===== config.mk =====
export PLATFORM = sky130hd
export DESIGN_NAME = uart_rx_flat
export DESIGN_NICKNAME = d
export VERILOG_FILES = /design/src/rtl/uart_rx_pkg.sv /design/src/rtl/uart_rx_if.sv /design/src/rtl/uart_rx_sampler.sv /design/src/rtl/uart_rx.sv /design/src/flat_wrapper.sv
export SDC_FILE = /design/constraint.sdc
export NUM_CORES = 1
export LEC_CHECK = 0
export CORE_ASPECT_RATIO = 1.75
export CORE_MARGIN = 10
export CORE_UTILIZATION = 50
export CTS_CLUSTER_SIZE = 12
export DETAILED_ROUTE_END_ITERATION = 7
export GPL_TIMING_DRIVEN = 1
export PLACE_DENSITY_LB_ADDON = 0.3
export REMOVE_ABC_BUFFERS = 1
export SLEW_MARGIN = 20
export SYNTH_ARGS = -nofsm -noshare
export SYNTH_HDL_FRONTEND = slang
export SYNTH_SLANG_ARGS = --single-unit
export TNS_END_PERCENT = 100

===== constraint.sdc =====
create_clock -name CLK -period 1.6 [get_ports CLK]
set_input_delay 0.32 -clock CLK [delete_from_list [all_inputs] [get_ports CLK]]
set_output_delay 0.32 -clock CLK [all_outputs]
set_load 0.02 [all_outputs]

===== src/rtl/uart_rx_pkg.sv =====
// Shared UART definitions: receiver state encoding, parity-type constants and
// small bit helpers used by both the receiver and the transmitter.
package uart_rx_pkg;

    typedef enum logic [2:0] {
        ST_IDLE   = 3'd0,
        ST_START  = 3'd1,
        ST_DATA   = 3'd2,
        ST_PARITY = 3'd3,
        ST_STOP   = 3'd4
    } rx_state_t;

    localparam logic PAR_EVEN = 1'b0;
    localparam logic PAR_ODD  = 1'b1;

    function automatic logic maj3(input logic a, input logic b, input logic c);
        return (a & b) | (a & c) | (b & c);
    endfunction

    // Parity bit the line must carry, given the XOR of the data bits.
    function automatic logic parity_of(input logic data_xor, input logic typ);
        return (typ == PAR_ODD) ? ~data_xor : data_xor;
    endfunction

endpackage


===== src/rtl/uart_rx_if.sv =====
// Receiver-side UART bundle: serial line and frame configuration in, decoded
// word and status pulses out.
interface uart_rx_if #(parameter int DATA_WIDTH = 8);

    // DATA_VALID/PAR_ERR/STP_ERR are single-cycle pulses with no ready/backpressure:
    // the consumer must take P_DATA on the DATA_VALID cycle; P_DATA then holds until
    // the next good frame.
    logic                  RX_IN;
    logic                  PAR_EN;
    logic                  PAR_TYP;
    logic [DATA_WIDTH-1:0] P_DATA;
    logic                  DATA_VALID;
    logic                  PAR_ERR;
    logic                  STP_ERR;

    modport master (
        output RX_IN, PAR_EN, PAR_TYP,
        input  P_DATA, DATA_VALID, PAR_ERR, STP_ERR
    );

    modport slave (
        input  RX_IN, PAR_EN, PAR_TYP,
        output P_DATA, DATA_VALID, PAR_ERR, STP_ERR
    );

endinterface


===== src/rtl/uart_rx_sampler.sv =====
// Bit-period counter plus 3-sample majority voter. sample_tick marks the last
// sample count; the consumer registers bit_val there so it is held from PRESCALE/2+2.
module uart_rx_sampler
    import uart_rx_pkg::*;
#(
    parameter int PRESCALE = 8
) (
    input  logic CLK,
    input  logic RST,
    input  logic run,
    input  logic rx,
    output logic sample_tick,
    output logic bit_val
);

    localparam int CW   = $clog2(PRESCALE);
    localparam int HALF = PRESCALE / 2;

    logic [CW-1:0] cnt;
    logic          s_lo;
    logic          s_mid;

    always_ff @(posedge CLK or negedge RST) begin
        if (!RST) begin
            cnt   <= '0;
            s_lo  <= 1'b1;
            s_mid <= 1'b1;
        end else begin
            if (!run || cnt == CW'(PRESCALE - 1)) begin
                cnt <= '0;
            end else begin
                cnt <= cnt + 1'b1;
            end
            if (cnt == CW'(HALF - 1)) s_lo  <= rx;
            if (cnt == CW'(HALF))     s_mid <= rx;
        end
    end

    // Third sample is the live line value at count PRESCALE/2+1.
    assign sample_tick = (cnt == CW'(HALF + 1));
    assign bit_val     = maj3(s_lo, s_mid, rx);

endmodule


===== src/rtl/uart_rx.sv =====
// UART receiver: synchronizer, frame FSM, LSB-first shift register and
// parity/stop checks; bit timing comes from uart_rx_sampler.
module uart_rx
    import uart_rx_pkg::*;
#(
    parameter int PRESCALE   = 8,
    parameter int DATA_WIDTH = 8
) (
    input  logic      CLK,
    input  logic      RST,
    uart_rx_if.slave  rx_if,
    output rx_state_t dbg_state
);

    localparam int BW = (DATA_WIDTH > 1) ? $clog2(DATA_WIDTH) : 1;

    logic                  rx_s1, rx_s2;
    rx_state_t             state;
    logic [BW-1:0]         bit_cnt;
    logic [DATA_WIDTH-1:0] shift_q;
    logic [DATA_WIDTH-1:0] p_data_q;
    logic                  par_en_q, par_typ_q, par_err_q, armed;
    logic                  data_valid_q, par_err_o, stp_err_o;
    logic                  sample_tick, bit_val, start_det, frame_end, cnt_run;

    always_ff @(posedge CLK or negedge RST) begin
        if (!RST) begin
            rx_s1 <= 1'b1;
            rx_s2 <= 1'b1;
        end else begin
            rx_s1 <= rx_if.RX_IN;
            rx_s2 <= rx_s1;
        end
    end

    // armed blocks a line stuck low after a stop error from looking like a new start.
    assign start_det = (state == ST_IDLE) && armed && !rx_s2;
    assign frame_end = sample_tick && ((state == ST_STOP) || (state == ST_START && bit_val));
    assign cnt_run   = (state == ST_IDLE) ? start_det : !frame_end;

    uart_rx_sampler #(.PRESCALE(PRESCALE)) u_sampler (
        .CLK         (CLK),
        .RST         (RST),
        .run         (cnt_run),
        .rx          (rx_s2),
        .sample_tick (sample_tick),
        .bit_val     (bit_val)
    );

    always_ff @(posedge CLK or negedge RST) begin
        if (!RST) begin
            state        <= ST_IDLE;
            bit_cnt      <= '0;
            shift_q      <= '0;
            p_data_q     <= '0;
            par_en_q     <= 1'b0;
            par_typ_q    <= PAR_EVEN;
            par_err_q    <= 1'b0;
            armed        <= 1'b0;
            data_valid_q <= 1'b0;
            par_err_o    <= 1'b0;
            stp_err_o    <= 1'b0;
        end else begin
            data_valid_q <= 1'b0;
            par_err_o    <= 1'b0;
            stp_err_o    <= 1'b0;
            unique case (state)
                ST_IDLE: begin
                    if (rx_s2) armed <= 1'b1;
                    if (start_det) begin
                        state     <= ST_START;
                        par_en_q  <= rx_if.PAR_EN;
                        par_typ_q <= rx_if.PAR_TYP;
                        par_err_q <= 1'b0;
                        bit_cnt   <= '0;
                    end
                end
                ST_START: begin
                    if (sample_tick) state <= bit_val ? ST_IDLE : ST_DATA;
                end
                ST_DATA: begin
                    if (sample_tick) begin
                        shift_q <= {bit_val, shift_q[DATA_WIDTH-1:1]};
                        bit_cnt <= bit_cnt + 1'b1;
                        if (bit_cnt == BW'(DATA_WIDTH - 1)) begin
                            state <= par_en_q ? ST_PARITY : ST_STOP;
                        end
                    end
                end
                ST_PARITY: begin
                    if (sample_tick) begin
                        par_err_q <= (bit_val != parity_of(^shift_q, par_typ_q));
                        state     <= ST_STOP;
                    end
                end
                ST_STOP: begin
                    // Frame ends at the stop-bit sample point, not at the full bit.
                    if (sample_tick) begin
                        state     <= ST_IDLE;
                        par_err_o <= par_err_q;
                        stp_err_o <= !bit_val;
                        if (!bit_val) armed <= 1'b0;
                        if (bit_val && !par_err_q) begin
                            p_data_q     <= shift_q;
                            data_valid_q <= 1'b1;
                        end
                    end
                end
                default: state <= ST_IDLE;
            endcase
        end
    end

    assign rx_if.P_DATA     = p_data_q;
    assign rx_if.DATA_VALID = data_valid_q;
    assign rx_if.PAR_ERR    = par_err_o;
    assign rx_if.STP_ERR    = stp_err_o;
    assign dbg_state        = state;

endmodule


===== src/flat_wrapper.sv =====
// flat-port wrapper written by rule: the top's interface ports become plain ports
module uart_rx_flat import uart_rx_pkg::*;
#(
    parameter int PRESCALE   = 8,
    parameter int DATA_WIDTH = 8
)
  (CLK, RST, dbg_state, rx_if_RX_IN, rx_if_PAR_EN, rx_if_PAR_TYP, rx_if_P_DATA, rx_if_DATA_VALID, rx_if_PAR_ERR, rx_if_STP_ERR);
  uart_rx_if #(.DATA_WIDTH(DATA_WIDTH)) rx_if_i ();
  input  logic CLK;
  input  logic RST;
  output rx_state_t dbg_state;
  input wire logic [$bits(rx_if_i.RX_IN)-1:0] rx_if_RX_IN;
  input wire logic [$bits(rx_if_i.PAR_EN)-1:0] rx_if_PAR_EN;
  input wire logic [$bits(rx_if_i.PAR_TYP)-1:0] rx_if_PAR_TYP;
  output wire logic [$bits(rx_if_i.P_DATA)-1:0] rx_if_P_DATA;
  output wire logic [$bits(rx_if_i.DATA_VALID)-1:0] rx_if_DATA_VALID;
  output wire logic [$bits(rx_if_i.PAR_ERR)-1:0] rx_if_PAR_ERR;
  output wire logic [$bits(rx_if_i.STP_ERR)-1:0] rx_if_STP_ERR;
  assign rx_if_i.RX_IN = rx_if_RX_IN;
  assign rx_if_i.PAR_EN = rx_if_PAR_EN;
  assign rx_if_i.PAR_TYP = rx_if_PAR_TYP;
  assign rx_if_P_DATA = rx_if_i.P_DATA;
  assign rx_if_DATA_VALID = rx_if_i.DATA_VALID;
  assign rx_if_PAR_ERR = rx_if_i.PAR_ERR;
  assign rx_if_STP_ERR = rx_if_i.STP_ERR;
  uart_rx #(.PRESCALE(PRESCALE), .DATA_WIDTH(DATA_WIDTH)) u_core (.CLK(CLK), .RST(RST), .rx_if(rx_if_i), .dbg_state(dbg_state));
endmodule

==> ci_impl_report.md, run 1 <==
### Metrics collected by this job

| Metric | Value |
|---|---|
| Start point of the critical path | `u_core.u_sampler.cnt[1]$_DFF_PN0_` |
| Number of global-route vias before repair | `1,303` |
| Average cell area after synthesis | `13.1 um2` |
| Delay-heaviest family, CP | `simple AND/OR/NAND/NOR gates` |
| Crit path largest cell delay | `430 ps` |
| Type of the worst setup path | `reg2reg` |
| Top power consumer group | `combinational logic` |
| Antenna Nets Post-Route | `0` |
| FP Rows | `28` |
| Most frequent cells in the layout | `32 x dfrtp_1, 24 x buf_4, 17 x mux2_4` |
| # hold bufs at CTS | `0` |
| # Taps | `45` |
| DRC Markers | `0` |
| Rel. slew slack | `78.8%` |
| Worst Hold End | `u_core.rx_s2$_DFF_PN1_` |
| H-Tree Depth | `2` |
| EDFF count, synth | `0` |
| TritonRoute pass-1 iters | `4` |
| Final setup fails | `17` |
| Hold Crit Start | `u_core.rx_s1$_DFF_PN1_` |
| Worst setup margin | `-101 ps` |
| Yosys cell count | `131` |
| GRT overflow | `0` |
| Comb pwr | `1.42 mW` |
| P&R area growth vs syn | `38.5%` |
| Pwr dens | `1490 nW/um2` |
| Registers | `36` |
| Crit Reg-Reg Startpoint | `u_core.u_sampler.cnt[1]$_DFF_PN0_` |
| Die width | `64.2 um` |
| Clock Pin Slew Worst Setup and Hold Paths | `70 ps` |
| Cell Type Count | `38` |
| Least-Margin Pin Slew | `316 ps` |
| Reg-to-reg endpoint | `u_core.rx_if.P_DATA[4]$_DFFE_PN0P_` |
| Hold crit path type | `reg2reg` |
| Vias per cell | `5.34` |
| Die Height | `97.4 um` |
| Ant diodes | `0` |
| Post-synth regs | `36` |
| Postcts setup bufs | `3` |
| DP Cell Count | `211` |
| Clk Tree Root Cell | `clkbuf_8` |
| Pint | `2.41 mW` |
| Yosys chip area | `1710 um2` |
| Post-Synthesis Cells | `131` |
| Buffers on Ports | `18` |
| CP endpoint | `u_core.rx_if.P_DATA[4]$_DFFE_PN0P_` |
| Placed Area | `2080 um2` |
| Critical-path top delay cell | `or3_4` |
| Fmax | `588 MHz` |
| Hold Path Cell Cnt | `0` |
| Top cell excl fill/tap | `dfrtp_1` |
| Non-filler cells, final | `224` |
| Final Instance Area | `2370 um2` |
| Area of the multi-input gates | `862 um2` |
| Clkbuf count | `7` |
| Clk cell area share | `5.33%` |
| Run status | `finished with violations` |
| Switching pwr | `1.13 mW` |
| Max IR drop VDD | `1.09 mV` |
| Final Max Tran Viols | `0` |
| YS warnings | `0` |
| First-pass GRT wire length | `6280 um` |
| Xor and xnor fraction of the mapped netlist area | `4.89%` |
| Pre-CTS worst setup slack | `-249 ps` |
| Switching Fraction | `31.9%` |
| Largest net degree at the start of global routing | `23` |
| Fp util | `51.5%` |
| Clock share of power | `24.4%` |
| AND-OR/OR-AND share of the synthesized area | `6.50%` |
| Clock buffer depth | `2` |
| Fill cells | `243` |
| Routed WL | `4110 um` |
| Worst Setup End Kind | `flop` |
| Failing checks | `negative setup slack` |
| Power Total | `3.54 mW` |
| Crit-path cells | `inv_2 -> ha_4 -> and2_4 -> nand3b_4 -> or3_4 -> mux2_4` |
| Detailed Route Iter0 Violations | `49` |
| Gpl congestion | `0.915` |
| Register share of total power | `35.4%` |
| Critical path depth | `6` |
| Mapped Area | `1710 um2` |
| Final TNS setup | `-1170 ps` |
| Async SR Flop Fraction | `100%` |
| Lkg Pwr | `1.28 nW` |
run 1: synth_stat cells, types with 2 or more instances:
master    instances  share of area [%]
a21oi_1           4                1.2
nand2b_1          3                1.1
mux2_2           13                8.5
o21ai_0           4                1.2
dfrtp_1          32                 47
nor2b_1           2               0.73
buf_6             2                1.3
nor3b_1           2               0.88
mux2_4            8                7.0
o31ai_1           2               0.88
ha_1              7                5.1
xnor2_1           6                3.1
a22o_1            2                1.0
nand2_1           7                1.5
dfstp_2           4                6.1
inv_1             6                1.3
nor2_1            5                1.1
buf_2             2               0.58
run 1: cells by family (layout without fill, tap and decap cells):
| group | Yosys count | count (layout) |
|---|---|---|
| XOR/XNOR | 8 | 8 |
| multiplexers | 22 | 22 |
| buffers and inverters | 11 | 59 |
| AND-OR/OR-AND | 17 | 17 |
| AND/OR/NAND/NOR | 29 | 29 |
| flip-flops | 36 | 36 |
| adder cells (fa/ha/maj) | 8 | 8 |
run 1: flip-flops by register name, summed over array words and instances, names as in the netlist:
register / count
u_core.par_typ_q: 1
u_core.u_sampler.s_mid: 1
u_core.rx_if.P_DATA: 8
u_core.rx_if.STP_ERR: 1
u_core.par_err_q: 1
u_core.dbg_state: 3
u_core.u_sampler.s_lo: 1
u_core.rx_if.PAR_ERR: 1
u_core.par_en_q: 1
u_core.rx_s2: 1
u_core.u_sampler.cnt: 3
u_core.bit_cnt: 3
u_core.shift_q: 8
u_core.rx_if.DATA_VALID: 1
u_core.armed: 1
u_core.rx_s1: 1
run 1: metal layers:
layer  vias to the layer above  global-route usage (%)  share of wire [%]
li1                        544                       -                  -
met1                       610                    10.2                 33
met2                        32                    25.4                 60
met3                        10                    4.27                4.1
met4                         0                    7.28                2.7
met5                         -                       0                  0
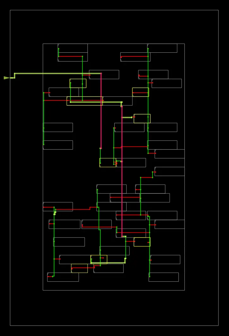
Figure 1: run 1, clock wiring as the flow saved it.
Late-Pin Clk Latency: 290 ps
sinks on the clock net: 36
CTS Buf Count: 5
Setup Skew: 7.33 ps

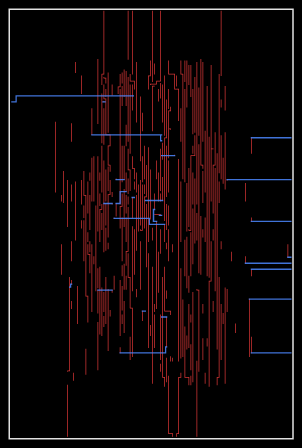
Figure 2: run 1, signal wires by layer.
Two of the layers only.
blue -> metal 3  # wire length 168 um
red -> metal 2  # wire length 2,460 um
DR WL/cell: 18.4 um
via count: 1,196

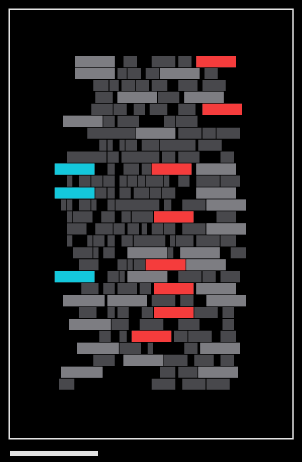
Figure 3: run 1, register map, names as in the netlist.
Scale bar: 20 um.
red -> u_core.shift_q  # placed flops 8
cyan -> u_core.u_sampler.cnt  # placed flops 3
not coloured = 25
Seq. cell area: 906 um2
Final Util: 71.3%
Seq. pwr: 1.25 mW
flop share of the area: 38.2%

==> run 2: changes to the inputs <==
==> constraint.sdc (replaced) <==
create_clock -name CLK -period 1.6 [get_ports CLK]
set_input_delay 0.32 -clock CLK [delete_from_list [all_inputs] [get_ports CLK]]
set_output_delay 0.32 -clock CLK [all_outputs]
set_load 0.005 [all_outputs]
==> ci_impl_report.md, run 2 <==
### Metrics collected by this job

| Metric | Value |
|---|---|
| Run status | `finished with violations` |
| Failing checks | `negative setup slack` |
| Yosys cell count | `131 (unchanged)` |
| Met3 WL | `160 um (-4.8%)` |
| Mapped Area | `1710 um2 (unchanged)` |
| Die Height | `97.4 um (unchanged)` |
| CP max FO | `8` |
| Max IR drop VDD | `1.27 mV (+17%)` |
| Max Cap Viol | `0` |
| First-pass GRT wire length | `5900 um (-6.1%)` |
| # hold bufs at CTS | `0 (unchanged)` |
| Post-synth regs | `36 (unchanged)` |
| Postcts setup bufs | `8 (+5)` |
| Gpl congestion | `0.898 (-1.8%)` |
| Worst Hold End | `u_core.rx_s2$_DFF_PN1_` |
| Hold Path Cell Cnt | `0 (unchanged)` |
| Final setup fails | `16 (-1)` |
| YS warnings | `0 (unchanged)` |
| Final TNS setup | `-765 ps (+407 ps)` |
| Detailed-routing wirelength on met1 | `1270 um (-7.9%)` |
| DR WL/cell | `15.9 um (-13%)` |
| Number of global-route vias before repair | `1,273 (-2.3%)` |
| Least-Margin Pin Slew | `393 ps (+76.8 ps)` |
| Layout cells sized above 1 | `40.4%` |
| P&R area growth vs syn | `35.3%` |
| Placed Area | `2080 um2 (unchanged)` |
| Yosys chip area | `1710 um2 (unchanged)` |
| Crit-path cells | `a21o_1 -> o21ai_0 -> or3_4 -> mux2_4` |
| Cts repair resizes | `13` |
| Nets | `194` |
| GRT overflow | `0 (unchanged)` |
| Most used standard cell by instance count after synthesis | `dfrtp_1` |
| Clock buffer depth | `2 (unchanged)` |
| Largest net degree at the start of global routing | `23 (unchanged)` |
| CTS Buf Count | `5 (unchanged)` |
| Buf/Inv on CP | `0` |
| R2R cell count | `4` |
| WP data required | `1780 ps` |
| Register share of total power | `36.5% (+1.1 points)` |
| Antenna Nets Post-Route | `0 (unchanged)` |
| Final Instance Area | `2320 um2 (-2.3%)` |
| Critical-path top delay cell | `dfstp_2` |
| Cell area leaders | `dfrtp_1 47%, mux2_2 8.5%, mux2_4 7.0%, dfstp_2 6.1%, ha_1 5.1%` |
| Hold crit path type | `reg2reg` |
| Global-route usage over all layers | `12.0%` |
| Fin crit period | `1690 ps` |
| Hold slack | `357 ps` |
| Ys flop type | `dfrtp_1` |
| Top cell excl fill/tap | `dfrtp_1` |
| Post-synth seq share | `52.9%` |
| Comb power frac | `40.7%` |
| DP HPWL | `2600 um` |
| Via count | `1,179 (-1.4%)` |
| Clock Pin Slew Worst Setup and Hold Paths | `70 ps (about the same)` |
| FP Rows | `28 (unchanged)` |
| Late-Pin Clk Latency | `290 ps (about the same)` |
| TritonRoute pass-1 iters | `4 (unchanged)` |
| Most frequent cells in the layout | `32 x dfrtp_1, 28 x buf_4, 15 x clkdlybuf4s50_1` |
| Pwr dens | `1460 nW/um2 (-1.8%)` |
| Crit path largest cell delay | `550 ps (+120 ps)` |
| Chip area | `6260 um2` |
| Tcrit/Tclk final | `106%` |
| Clk Tree Root Cell | `clkbuf_8` |
| TritonCTS clock tree | `done` |
| Synth area leader | `dfrtp_1` |
| Average cell area after synthesis | `13.1 um2 (unchanged)` |
| Type of the worst setup path | `reg2reg` |
| Fill cells | `242 (-0.41%)` |
| H-Tree Depth | `2 (unchanged)` |
| Clock share of power | `22.9% (-1.5 points)` |
| Switching Fraction | `31.1% (-0.86 points)` |
| Async SR Flop Fraction | `100% (unchanged)` |
| Fmax | `591 MHz (+0.54%)` |
| DRC Markers | `0 (unchanged)` |
| Pint | `2.34 mW (-2.9%)` |
| Rel. slew slack | `73.8% (-5.1 points)` |
| Worst Path Arrival | `1870 ps` |
| Lkg Pwr | `1.16 nW (-8.8%)` |
| Switching pwr | `1.05 mW (-6.7%)` |
| Die width | `64.2 um (unchanged)` |
| Vias per cell | `5.17 (-3.2%)` |
| Ant diodes | `0 (unchanged)` |
| Detailed Route Iter0 Violations | `30 (-39%)` |
| Dominant cell area share | `46.7% (unchanged)` |
| Hold Crit Start | `u_core.rx_s1$_DFF_PN1_` |
| I/O pin count | `19` |
| Start point of the critical path | `u_core.u_sampler.s_mid$_DFFE_PN1N_` |
| Worst setup margin | `-91.4 ps (+9.16 ps)` |
| Area of the multi-input gates | `797 um2 (-7.5%)` |
| EDFF count, synth | `0 (unchanged)` |
| Post-Synthesis Cells | `131 (unchanged)` |
| Sinks on the clock net | `36 (unchanged)` |
| Synth cell count leaders | `32 x dfrtp_1, 13 x mux2_2, 8 x mux2_4` |
| Power Total | `3.39 mW (-4.1%)` |
| Seq. cell area | `906 um2 (unchanged)` |
| Buffers on Ports | `18 (unchanged)` |
| Delay-heaviest family, CP | `flip-flops` |
| Top Metal Used | `met4` |
| Routed WL | `3620 um (-12%)` |
| Flop-to-flop setup slack | `-90 ps` |
| Tool warnings | `30` |
| Crit Reg-Reg Startpoint | `u_core.u_sampler.s_mid$_DFFE_PN1N_` |
| Final Max Tran Viols | `0 (unchanged)` |
| Routed length on met2 | `2100 um (-15%)` |
| Cell Type Count | `38 (unchanged)` |
| Final Hold Fails | `0` |
| Reg-to-reg endpoint | `u_core.rx_if.P_DATA[1]$_DFFE_PN0P_` |
| RSZ-0062 raised after global routing | `yes` |
| Worst Setup End Kind | `flop` |
-- run 2: power by group through the flow --
stage	clock (mW)	sequential (mW)	combinational (mW)
after floorplan	0	1.27	0.595
final	0.776	1.24	1.38
after CTS	0.798	1.23	1.37
after detailed placement	0	1.24	1.16
after global placement	0	1.22	1.10
after global routing	0.829	1.25	1.51
-- run 2: logic make-up after synthesis --
family / synth area share [%]
and+or+nand+nor: 10.4
xor gates and xnor gates: 4.89
DFF: 52.9
AOI/OAI and AO/OA: 6.50
buffers and inverters: 3.43
adders and majority gates: 5.70
muxes: 16.1
-- run 2: cell type report --
cell class / instances / share of cell area, %
inverter: 6 / 0.972
clock buffer: 6 / 3.13
multi-input combinational: 84 / 34.4
timing repair buffer: 49 / 18.5
tap: 45 / 2.43
sequential: 36 / 39.1
clock inverter: 2 / 1.51
-- run 2: metrics by stage --
| stage | std cells | setup WS (ps) |
|---|---|---|
| 6_report | 228 | -91.4 |
| 5_1_grt | 228 | -151 |
| 4_1_cts | 228 | -119 |
| 3_5_place_dp | 211 | -234 |
| 3_3_place_gp | 211 | -151 |
| 2_1_floorplan | 126 | -430 |
-- run 2: worst max path at each step --
stage                                               to  depth (start not counted)
global placement    u_core.rx_if.P_DATA[0]$_DFFE_PN0P_                          7
floorplan                u_core.bit_cnt[0]$_DFFE_PN0P_                          6
global route        u_core.rx_if.P_DATA[1]$_DFFE_PN0P_                          4
CTS                 u_core.rx_if.P_DATA[1]$_DFFE_PN0P_                          7
finish              u_core.rx_if.P_DATA[1]$_DFFE_PN0P_                          4
detailed placement  u_core.rx_if.P_DATA[1]$_DFFE_PN0P_                          7
-- run 2: metal layers --
metal	vias to the layer above	GRT usage (%)
met5	-	0
met4	0	5.96
met3	9	4.27
met2	18	22.4
met1	597	10.5
li1	555	-
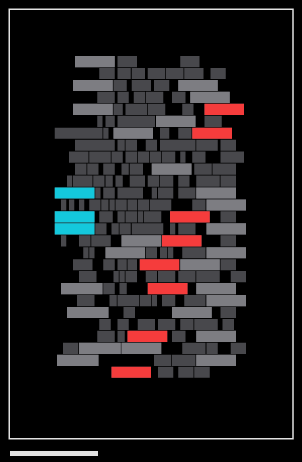
Figure 4: run 2, register map, names as in the netlist.
Scale bar: 20 um.
red -> u_core.shift_q  # placed flops 8
cyan -> u_core.u_sampler.cnt  # placed flops 3
not coloured = 25
Seq. pwr: 1.24 mW
Final Util: 69.6%

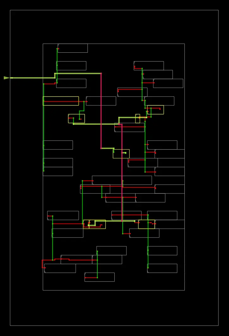
Figure 5: run 2, clock wiring as the flow saved it.
Clk. pwr: 776 uW
clkbuf count: 6
Setup Skew: 8.49 ps

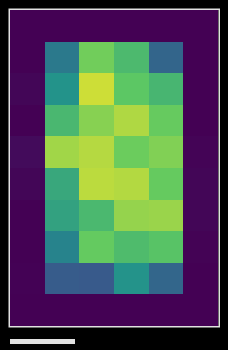
Figure 6: run 2, placement density heat map.
Scale bar: 20 um. 6 x 10 tiles, from dark purple (low) to yellow (high), 0 to 100% covered.
tiles over 75% full = 25%
mean over tiles = 36%
densest ninth of the die = centre
emptiest ninth of the die = lower left
nearly empty tiles = 45%
fp util: 51.5%
core area: 3330 um2

==> run 3: changes to the inputs <==
REMOVE_ABC_BUFFERS = not set   (was 1)
==> ci_impl_report.md, run 3 <==
### Metrics collected by this job

| Metric | Value |
|---|---|
| Reg-to-reg endpoint | `u_core.rx_if.P_DATA[0]$_DFFE_PN0P_` |
| Rel. slew slack | `78.2% (+4.5 points)` |
| CTS Buf Count | `5 (unchanged)` |
| Worst setup margin | `-115 ps (-23.4 ps)` |
| P&R area growth vs syn | `40.7%` |
| Detailed-routing wirelength on met1 | `1240 um (-2.2%)` |
| WP data required | `1770 ps (about the same)` |
| Sinks on the clock net | `36 (unchanged)` |
| Nets | `196 (+1.0%)` |
| Number of global-route vias before repair | `1,328 (+4.3%)` |
| Area of the multi-input gates | `857 um2 (+7.5%)` |
| Seq. cell area | `906 um2 (unchanged)` |
| Detailed Route Iter0 Violations | `22 (-27%)` |
| Most frequent cells in the layout | `32 x dfrtp_1, 25 x buf_4, 16 x mux2_4` |
| Crit-path cells | `inv_2 -> ha_4 -> and2_4 -> nand3b_4 -> or3_4 -> mux2_4` |
| Failing checks | `negative setup slack` |
| Dominant cell area share | `46.7% (unchanged)` |
| Critical-path top delay cell | `or3_4` |
| Cell area leaders | `dfrtp_1 47%, mux2_2 8.5%, mux2_4 7.0%, dfstp_2 6.1%, ha_1 5.1%` |
| RSZ-0062 raised after global routing | `yes` |
| Worst Path Arrival | `1890 ps (+20 ps)` |
| Type of the worst setup path | `reg2reg` |
| Vias per cell | `5.16 (-0.18%)` |
| Crit path largest cell delay | `420 ps (-130 ps)` |
| First-pass GRT wire length | `6300 um (+6.8%)` |
| Clock share of power | `19.9% (-3.0 points)` |
| Hold Crit Start | `u_core.rx_s1$_DFF_PN1_` |
| Chip area | `6260 um2 (unchanged)` |
| DP HPWL | `2660 um (+2.2%)` |
| Least-Margin Pin Slew | `324 ps (-68.4 ps)` |
| Pwr dens | `1430 nW/um2 (-2.7%)` |
| Fill cells | `223 (-7.9%)` |
| Comb power frac | `43.9% (+3.2 points)` |
| Clk Tree Root Cell | `clkbuf_8` |
| Met3 Use GR | `3.58% (-0.69 points)` |
| Post-synth regs | `36 (unchanged)` |
| Max IR drop VDD | `1.03 mV (-19%)` |
| Crit Reg-Reg Startpoint | `u_core.u_sampler.cnt[1]$_DFF_PN0_` |
| CP max FO | `8 (unchanged)` |
| Tool warnings | `32 (+6.7%)` |
| Lkg Pwr | `1.19 nW (+2.2%)` |
| Top power consumer group | `combinational logic` |
| Pint | `2.35 mW (+0.56%)` |
| FP Rows | `28 (unchanged)` |
| Post-synth seq share | `52.9% (unchanged)` |
| CP endpoint | `u_core.rx_if.P_DATA[0]$_DFFE_PN0P_` |
| Synth cell count leaders | `32 x dfrtp_1, 13 x mux2_2, 8 x mux2_4` |
| Critical path startpoint category | `flop` |
| Run status | `finished with violations` |
| Met2 usage | `24.1% (+1.7 points)` |
| Switching Fraction | `31.5% (+0.43 points)` |
| Top Metal Used | `met4` |
| Setup Skew | `3.44 ps (-5.05 ps)` |
| Largest net degree at the start of global routing | `37 (+61%)` |
| Pre-CTS worst setup slack | `-156 ps (+78.0 ps)` |
| Layout cells sized above 1 | `43.5% (+3.0 points)` |
| Late-Pin Clk Latency | `290 ps (about the same)` |
| Flop-to-flop setup slack | `-110 ps (-20 ps)` |
| Top cell excl fill/tap | `dfrtp_1` |
| H-Tree Depth | `2 (unchanged)` |
| Met1 usage | `10.9% (+0.43 points)` |
| Hold Path Cell Cnt | `0 (unchanged)` |
| Fmax | `583 MHz (-1.4%)` |
| Average cell area after synthesis | `13.1 um2 (unchanged)` |
| Die Height | `97.4 um (unchanged)` |
| Max Cap Viol | `0 (unchanged)` |
| Worst Hold End | `u_core.rx_s2$_DFF_PN1_` |
| Tcrit/Tclk final | `107% (+1.5 points)` |
| Non-filler cells, final | `229 (+0.44%)` |
| Synth area leader | `dfrtp_1` |
| Yosys cell count | `131 (unchanged)` |
| Clock buffer depth | `2 (unchanged)` |
| Worst Setup End Kind | `flop` |
| Buffers on Ports | `18 (unchanged)` |
| Fp util | `51.5% (unchanged)` |
| Postcts setup bufs | `9 (+1)` |
| Core area | `3330 um2 (unchanged)` |
| DRC Markers | `0 (unchanged)` |
| Routed length on met2 | `2200 um (+4.7%)` |
| DP Cell Count | `212 (+0.47%)` |
| EDFF count, synth | `0 (unchanged)` |
| TritonRoute pass-1 iters | `4 (unchanged)` |
| # hold bufs at CTS | `0 (unchanged)` |
| Register share of total power | `36.2% (-0.3 points)` |
| Most used standard cell by instance count after synthesis | `dfrtp_1` |
| Ant diodes | `0 (unchanged)` |
| I/O pin count | `19 (unchanged)` |
| YS warnings | `0 (unchanged)` |
| Gpl congestion | `0.901 (+0.32%)` |
| Met3 WL | `137 um (-14%)` |
| Final Hold Fails | `0 (unchanged)` |
| Fin crit period | `1710 ps (+23.4 ps)` |
| Antenna Nets Post-Route | `0 (unchanged)` |
| GRT overflow | `0 (unchanged)` |
| Post-Synthesis Cells | `131 (unchanged)` |
| Final Max Tran Viols | `0 (unchanged)` |
| Busiest grt layer | `met2` |
| Clock Pin Slew Worst Setup and Hold Paths | `70 ps (about the same)` |
| Cts repair resizes | `13 (unchanged)` |
| Yosys chip area | `1710 um2 (unchanged)` |
| Final setup fails | `16 (unchanged)` |
| Seq. pwr | `1.24 mW (about the same)` |
| Die width | `64.2 um (unchanged)` |
| R2R cell count | `6 (+2)` |
| Start point of the critical path | `u_core.u_sampler.cnt[1]$_DFF_PN0_` |
| TritonCTS clock tree | `done` |
| Async SR Flop Fraction | `100% (unchanged)` |
| Mapped Area | `1710 um2 (unchanged)` |
-- run 3: cell types whose count changed in the layout (fill, tap and decap cells not counted), moves of 2 or more --
| cell | delta |
|---|---|
| buf_12 | +2 |
| dlygate4sd2_1 | +2 |
| mux2_4 | +8 |
| clkbuf_8 | +2 |
| buf_6 | +3 |
| buf_4 | -3 |
| dlymetal6s2s_1 | -2 |
| mux2_2 | -8 |
-- run 3: cells by family after synthesis --
| logic type | count (synthesis) | share of synthesized area [%] |
|---|---|---|
| buf+inv | 11 | 3.43 |
| compound gates | 17 | 6.50 |
| flops | 36 | 52.9 |
| simple gates | 29 | 10.4 |
| fa+ha+maj | 8 | 5.70 |
| mux | 22 | 16.1 |
| xor+xnor | 8 | 4.89 |
-- run 3: critical path: cells and delay by family (launching register included) --
family	cells	cell delay [ps]
simple gates	3	640
flops	1	390
mux	1	330
fa+ha+maj	1	150
buf+inv	1	80
-- run 3: through the flow --
| stage | total power [mW] | area, um2 | utilization [%] | setup TNS (ps) | hold slack [ps] |
|---|---|---|---|---|---|
| 6_report | 3.43 | 2410 | 72.4 | -1080 | 356 |
| 5_1_grt | 3.67 | 2410 | 72.4 | -2030 | 362 |
| 4_1_cts | 3.35 | 2360 | 70.9 | -1150 | 359 |
| 3_5_place_dp | 2.52 | 2150 | 64.7 | -1700 | 349 |
| 3_3_place_gp | 2.46 | 2150 | 64.7 | -969 | 346 |
| 2_1_floorplan | 1.97 | 1760 | - | -719 | 24.4 |
-- run 3: layout make-up --
| cell class | count | share of cell area (%) |
|---|---|---|
| inverters | 6 | 0.935 |
| well taps | 45 | 2.34 |
| repair buffers | 51 | 19.6 |
| flip-flops and latches | 36 | 37.6 |
| multi-input cells | 84 | 35.6 |
| clock buffers | 7 | 4.00 |
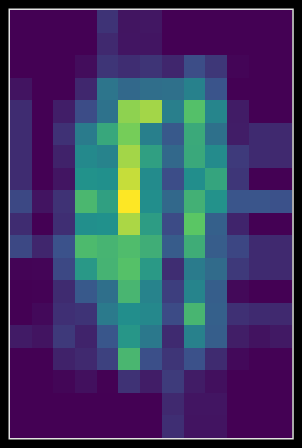
Figure 7: run 3, routed metal per tile.
13 x 19 tiles, from dark purple (low) to yellow (high), scaled to the fullest tile. Values are wire area over tile area, all layers added.
densest ninth of the die = centre
tiles over half the peak = 13%
fullest tile = 0.46
nearly empty tiles = 32%
DR WL/cell: 16.3 um
global-route usage over all layers: 12.9%
Routed WL: 3730 um

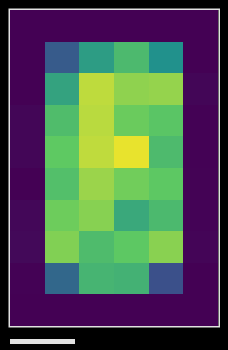
Figure 8: run 3, placement density heat map.
Scale bar: 20 um. 6 x 10 tiles, from dark purple (low) to yellow (high), 0 to 100% covered.
nearly empty tiles = 45%
tiles over 75% full = 22%
fullest tile = 97%
Final Util: 72.4%

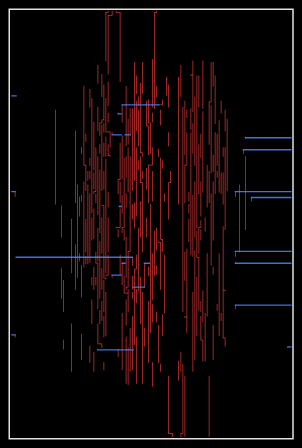
Figure 9: run 3, signal wires by layer.
Two of the layers only.
red -> metal 2  # wire length 2,200 um
blue -> metal 3  # wire length 137 um
via count: 1,182

Power figures rest on the tool's default switching activity, not on a simulated workload.
